Routing congestion:
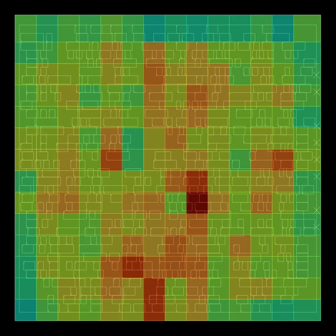
The metal 2 layer:
(3 px per um)
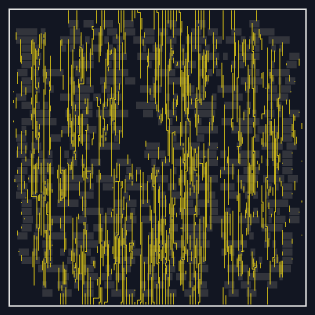
Gate families picked out:
(4 px per um)
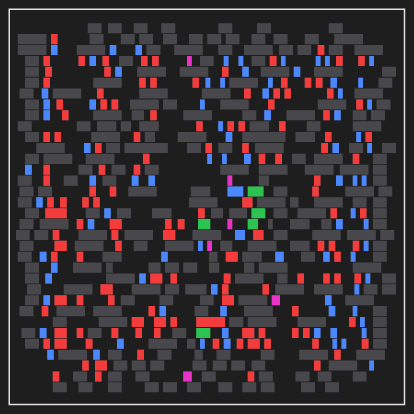
Zoomed window:
Region (29, 49) to (69, 89) um. Cells in gray, sequential cells in the stronger gray; small squares are vias.
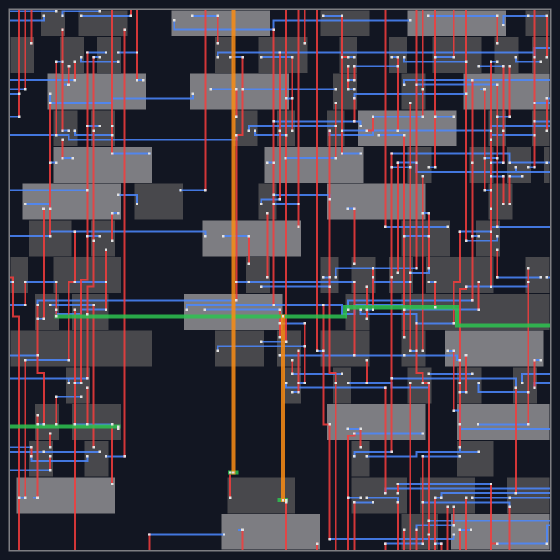
**src/rtl/mem_port_arbiter.sv**
```systemverilog
`default_nettype none
// ============================================================================
// Module      : mem_port_arbiter
// Description : Round-robin responder that serves an instruction-fetch port and
//               a data port from one word-wide physical memory interface.
// Revision    : 1.0 - initial release
// ============================================================================
module mem_port_arbiter (
    input  logic        clk,
    input  logic        reset_n,
    input  logic        mem_read1,
    input  logic [15:0] mem_addr1,
    output logic        mem_resp1,
    output logic [15:0] mem_rdata1,
    input  logic        mem_read2,
    input  logic        mem_write2,
    input  logic [15:0] mem_addr2,
    input  logic [15:0] mem_wdata2,
    output logic        mem_resp2,
    output logic [15:0] mem_rdata2,
    output logic        pmem_read,
    output logic        pmem_write,
    output logic [15:0] pmem_address,
    output logic [15:0] pmem_wdata,
    input  logic [15:0] pmem_rdata,
    input  logic        pmem_resp
);

    typedef enum logic [1:0] {
        S_IDLE = 2'd0,
        S_BUSY = 2'd1,
        S_DONE = 2'd2
    } state_t;

    state_t      r_state;
    state_t      w_state_next;
    logic        r_last_grant;
    logic        r_sel_p2;
    logic        r_pmem_read;
    logic        r_pmem_write;
    logic [15:0] r_pmem_address;
    logic [15:0] r_pmem_wdata;
    logic        r_resp1;
    logic        r_resp2;
    logic [15:0] r_rdata1;
    logic [15:0] r_rdata2;
    logic        w_req1;
    logic        w_req2;
    logic        w_grant;
    logic        w_grant_p2;
    logic        w_complete;

    assign w_req1     = mem_read1;
    assign w_req2     = mem_read2 | mem_write2;
    assign w_complete = (r_state == S_BUSY) && pmem_resp;

    always_comb begin
        w_state_next = r_state;
        w_grant      = 1'b0;
        w_grant_p2   = 1'b0;
        case (r_state)
            S_IDLE: begin
                if (w_req1 || w_req2) begin
                    w_grant      = 1'b1;
                    // On a tie, the port that did not win last time goes next
                    w_grant_p2   = w_req2 && (!w_req1 || !r_last_grant);
                    w_state_next = S_BUSY;
                end
            end
            S_BUSY:  if (pmem_resp) w_state_next = S_DONE;
            S_DONE:  w_state_next = S_IDLE;
            default: w_state_next = S_IDLE;
        endcase
    end

    always_ff @(posedge clk) begin
        if (!reset_n) r_state <= S_IDLE;
        else          r_state <= w_state_next;
    end

    always_ff @(posedge clk) begin
        if (!reset_n) begin
            r_last_grant   <= 1'b1;
            r_sel_p2       <= 1'b0;
            r_pmem_read    <= 1'b0;
            r_pmem_write   <= 1'b0;
            r_pmem_address <= 16'h0000;
            r_pmem_wdata   <= 16'h0000;
            r_resp1        <= 1'b0;
            r_resp2        <= 1'b0;
            r_rdata1       <= 16'h0000;
            r_rdata2       <= 16'h0000;
        end else begin
            r_resp1 <= 1'b0;
            r_resp2 <= 1'b0;
            if (w_grant) begin
                r_last_grant <= w_grant_p2;
                r_sel_p2     <= w_grant_p2;
                if (w_grant_p2) begin
                    // Read and write together resolves to a write
                    r_pmem_address <= mem_addr2;
                    r_pmem_wdata   <= mem_wdata2;
                    r_pmem_write   <= mem_write2;
                    r_pmem_read    <= ~mem_write2;
                end else begin
                    r_pmem_address <= mem_addr1;
                    r_pmem_write   <= 1'b0;
                    r_pmem_read    <= 1'b1;
                end
            end
            if (w_complete) begin
                r_pmem_read  <= 1'b0;
                r_pmem_write <= 1'b0;
                if (r_sel_p2) begin
                    r_resp2 <= 1'b1;
                    if (!r_pmem_write) r_rdata2 <= pmem_rdata;
                end else begin
                    r_resp1  <= 1'b1;
                    r_rdata1 <= pmem_rdata;
                end
            end
        end
    end

    assign mem_resp1    = r_resp1;
    assign mem_resp2    = r_resp2;
    assign mem_rdata1   = r_rdata1;
    assign mem_rdata2   = r_rdata2;
    assign pmem_read    = r_pmem_read;
    assign pmem_write   = r_pmem_write;
    assign pmem_address = r_pmem_address;
    assign pmem_wdata   = r_pmem_wdata;

endmodule
`default_nettype wire

```
**config.mk**
```make
export PLATFORM = sky130hd
export DESIGN_NAME = mem_port_arbiter
export DESIGN_NICKNAME = d
export VERILOG_FILES = /design/src/rtl/mem_port_arbiter.sv
export SDC_FILE = /design/constraint.sdc
export NUM_CORES = 1
export LEC_CHECK = 0
export CAP_MARGIN = 30
export CELL_PAD_IN_SITES_DETAIL_PLACEMENT = 1
export CELL_PAD_IN_SITES_GLOBAL_PLACEMENT = 1
export CORE_UTILIZATION = 31
export DETAILED_ROUTE_END_ITERATION = 6
export GPL_TIMING_DRIVEN = 1
export PLACE_DENSITY_LB_ADDON = 0.1
export SYNTH_ARGS = -nofsm -noshare
export SYNTH_HDL_FRONTEND = slang
export SYNTH_SLANG_ARGS = --single-unit
```
**constraint.sdc**
```tcl
create_clock -name clk -period 4 [get_ports clk]
set_input_delay 0.8 -clock clk [delete_from_list [all_inputs] [get_ports clk]]
set_output_delay 0.8 -clock clk [all_outputs]
set_load 0.01 [all_outputs]
```
==> flow_metrics.tcl <==
# place-and-route summary
set metrics [dict create \
    seq-cell-share_pct 32.0 \
    grt_pass1_vias 3194 \
    flops 72 \
    vias_per_cell 5.22 \
    crit_path_end_kind "register" \
    clock_sinks 72 \
    post-dp-hpwl_um 6640 \
    grt_use_met3_pct 6.81 \
    dominant_cells "flip-flops and latches" \
    area_share_nonclk_buffers_pct 31.7 \
    fill_cells 1062 \
    ys_area_sq_um 2880 \
    final.setup.worst_slack_ns 1.33 \
    slowest_stage "and2_1" \
    num-clock-buffers 10 \
    grt_antenna_before_repair 0 \
    overflow 0 \
    critPathTopFamily "simple AND/OR/NAND/NOR gates" \
    diodes 0 \
    boundaryPins 138 \
    clockRootBuffer "clkbuf_8" \
    dp_slack_ns 0.947 \
    grt-busiest-layer "met2" \
    worst_pin_slew_ns 0.957 \
    comb_power_share_pct 21.1 \
    leakagePower_uw 0.00153 \
    crit_type "in -> reg" \
    logic_area_sq_um 1270 \
    ys_seq_share_pct 50.0 \
    swShare_pct 27.3 \
    required_ns 4.18 \
    dr_wl_met3_um 640 \
    tns_ns 0 \
    power_frac_seq_pct 43.4 \
    power_uw 1840 \
    post_cts_resized 0 \
    avgSynthCellArea_sq_um 8.38 \
    drt-met1-wl_um 3910 \
    yosysCellCount 344 \
    ant_nets 0 \
    clk_latency_ns 0.34 \
    crit_start "mem_read1" \
    fin_area_sq_um 4510 \
    warnings 26 \
    hold_buffers 0 \
    initCoreUtil_pct 32.6 \
    violations "DRC" \
    mostFrequentLayoutCells "137 x clkdlybuf4s50_1, 72 x dfxtp_1, 65 x a21oi_1, 48 x nand3_1, 48 x o21ai_0" \
    cts_setup_buffers 0 \
    placed_cell_area_sq_um 4280 \
    finalSetupViolCount 0 \
    rows 34 \
    grt_start_max_net_pins 34 \
    clk_share_pct 5.05 \
    htree_num_levels 3 \
    report.final.slew_viol_count 0 \
    drt_pass1_iterations 6 \
    relSlewSlack_pct 36.1 \
    top_area_cell "dfxtp_1" \
    ys_sh_adder_pct 0 \
    n_all_buffers 144 \
    ys_top_cells_by_area "dfxtp_1 50%, a21oi_1 11%, nand3_1 8.3%, o21ai_0 8.3%, a311oi_1 4.6%" \
    seq_area_sq_um 1440 \
    synth_cells 344 \
    final_hold_viol_count 0 \
    status "finished, violations left" \
    pg_clk_uw 651 \
    ys_ff 72 \
    drtIter0Drc 65 \
    yosysWarnings 0 \
    areaGrowthSynthToFinish_pct 56.5 \
    die_w_um 98.4 \
    die-area_sq_um 9680 \
    logic_gates 235 \
    powerComb_uw 389 \
    top_layer "met4" \
    ys_sh_simple_pct 16.4 \
    max_cap_viol_count 0 \
    hold_class "reg -> reg" \
    gp_congestion 0.767 \
    cp_num_buf_inv 1 \
    r2r_cells 3 \
    cts_tree "built" \
    flop_cell "dfxtp_1" \
    min_from "mem_rdata1[2]" \
    fmax_ghz 0.375 \
    yosysUniqueCellTypes 32 \
    syn_area_sq_um 2880 \
    critPathArrivalTime_ns 2.84 \
    n_tap_cell 108 \
    synthArstFlopShare_pct 0 \
    cp-start-kind "input port" \
    fin_nets 533 \
    top_cells_by_count "72 x dfxtp_1, 65 x a21oi_1, 48 x nand3_1, 48 x o21ai_0, 34 x nand2_1" \
    path_depth 4 \
    seq-power_uw 799 \
    power.group.top "registers" \
    critPathCapture "pmem_address[14]" \
    p_switching_uw 503 \
    drive_gt1_share_pct 6.84 \
    cp_max_fo 20 \
    whs_ns 0.455 \
    xor_area_share_pct 0 \
    max-vdd-ir-drop_v 0.000182 \
    worst_hold_path.num_cells 2 \
    die_h_um 98.4 \
    internal_power_uw 1340 \
    dp_cells 560 \
    dr_wl_met2_um 5000 \
    drc_errors 8 \
    fp.coreArea_sq_um 8850 \
    r2r_end "mem_rdata1[5]" \
    grt_pass1_wl_um 15700 \
    clkSlewWorstSetupHoldPaths_ns 0.08 \
    fp_nets 414 \
    cts_buffers 9 \
    top_cell "dfxtp_1" \
    p_per_area_nw_per_um2 408 \
    topCombFamilyByArea "AND-OR/OR-AND gates" \
    period_needed_ns 2.67 \
    skew_ns 0.0120 \
    clk_path_buf_depth 2 \
]
About 'routing congestion':
wire per inst: 16.8 um
met2 Resource Use GR: 37.6%
GRT Total Usage: 20.5%
Util after Layout: 51.0%
GR met1 Demand/Resource: 22.4%

About 'the metal 2 layer':
The wires run mostly vertical. 465 nets have wire on it. The longest straight run is 43.3 um.
Total Wirelength: 9680 um
overall via count from detail_route: 3009

About 'gate families picked out':
nand cells: marked blue, cells 85, most used nand3_1, where spread over the die. non-inverting ao/oa cells: marked green, cells 5. nor cells: marked magenta, cells 6, most used nor2_1. aoi and oai cells: marked red, cells 132, most used a21oi_1, where spread over the die.
logic share of the area: 28.2%
most common logic cell in the routed design: clkdlybuf4s50_1
fin cells: 576

About 'zoomed window':
M3: marked green. M2: marked red. M4: marked orange. M1: marked blue.
Netlist names of flops here include `mem_rdata1` (5), `mem_rdata2` (5), `pmem_wdata` (4). 82 logic cells have their middle in the window. Sequential cells in the window: 18. Most frequent: dfxtp_1 (18), a21oi_1 (15).

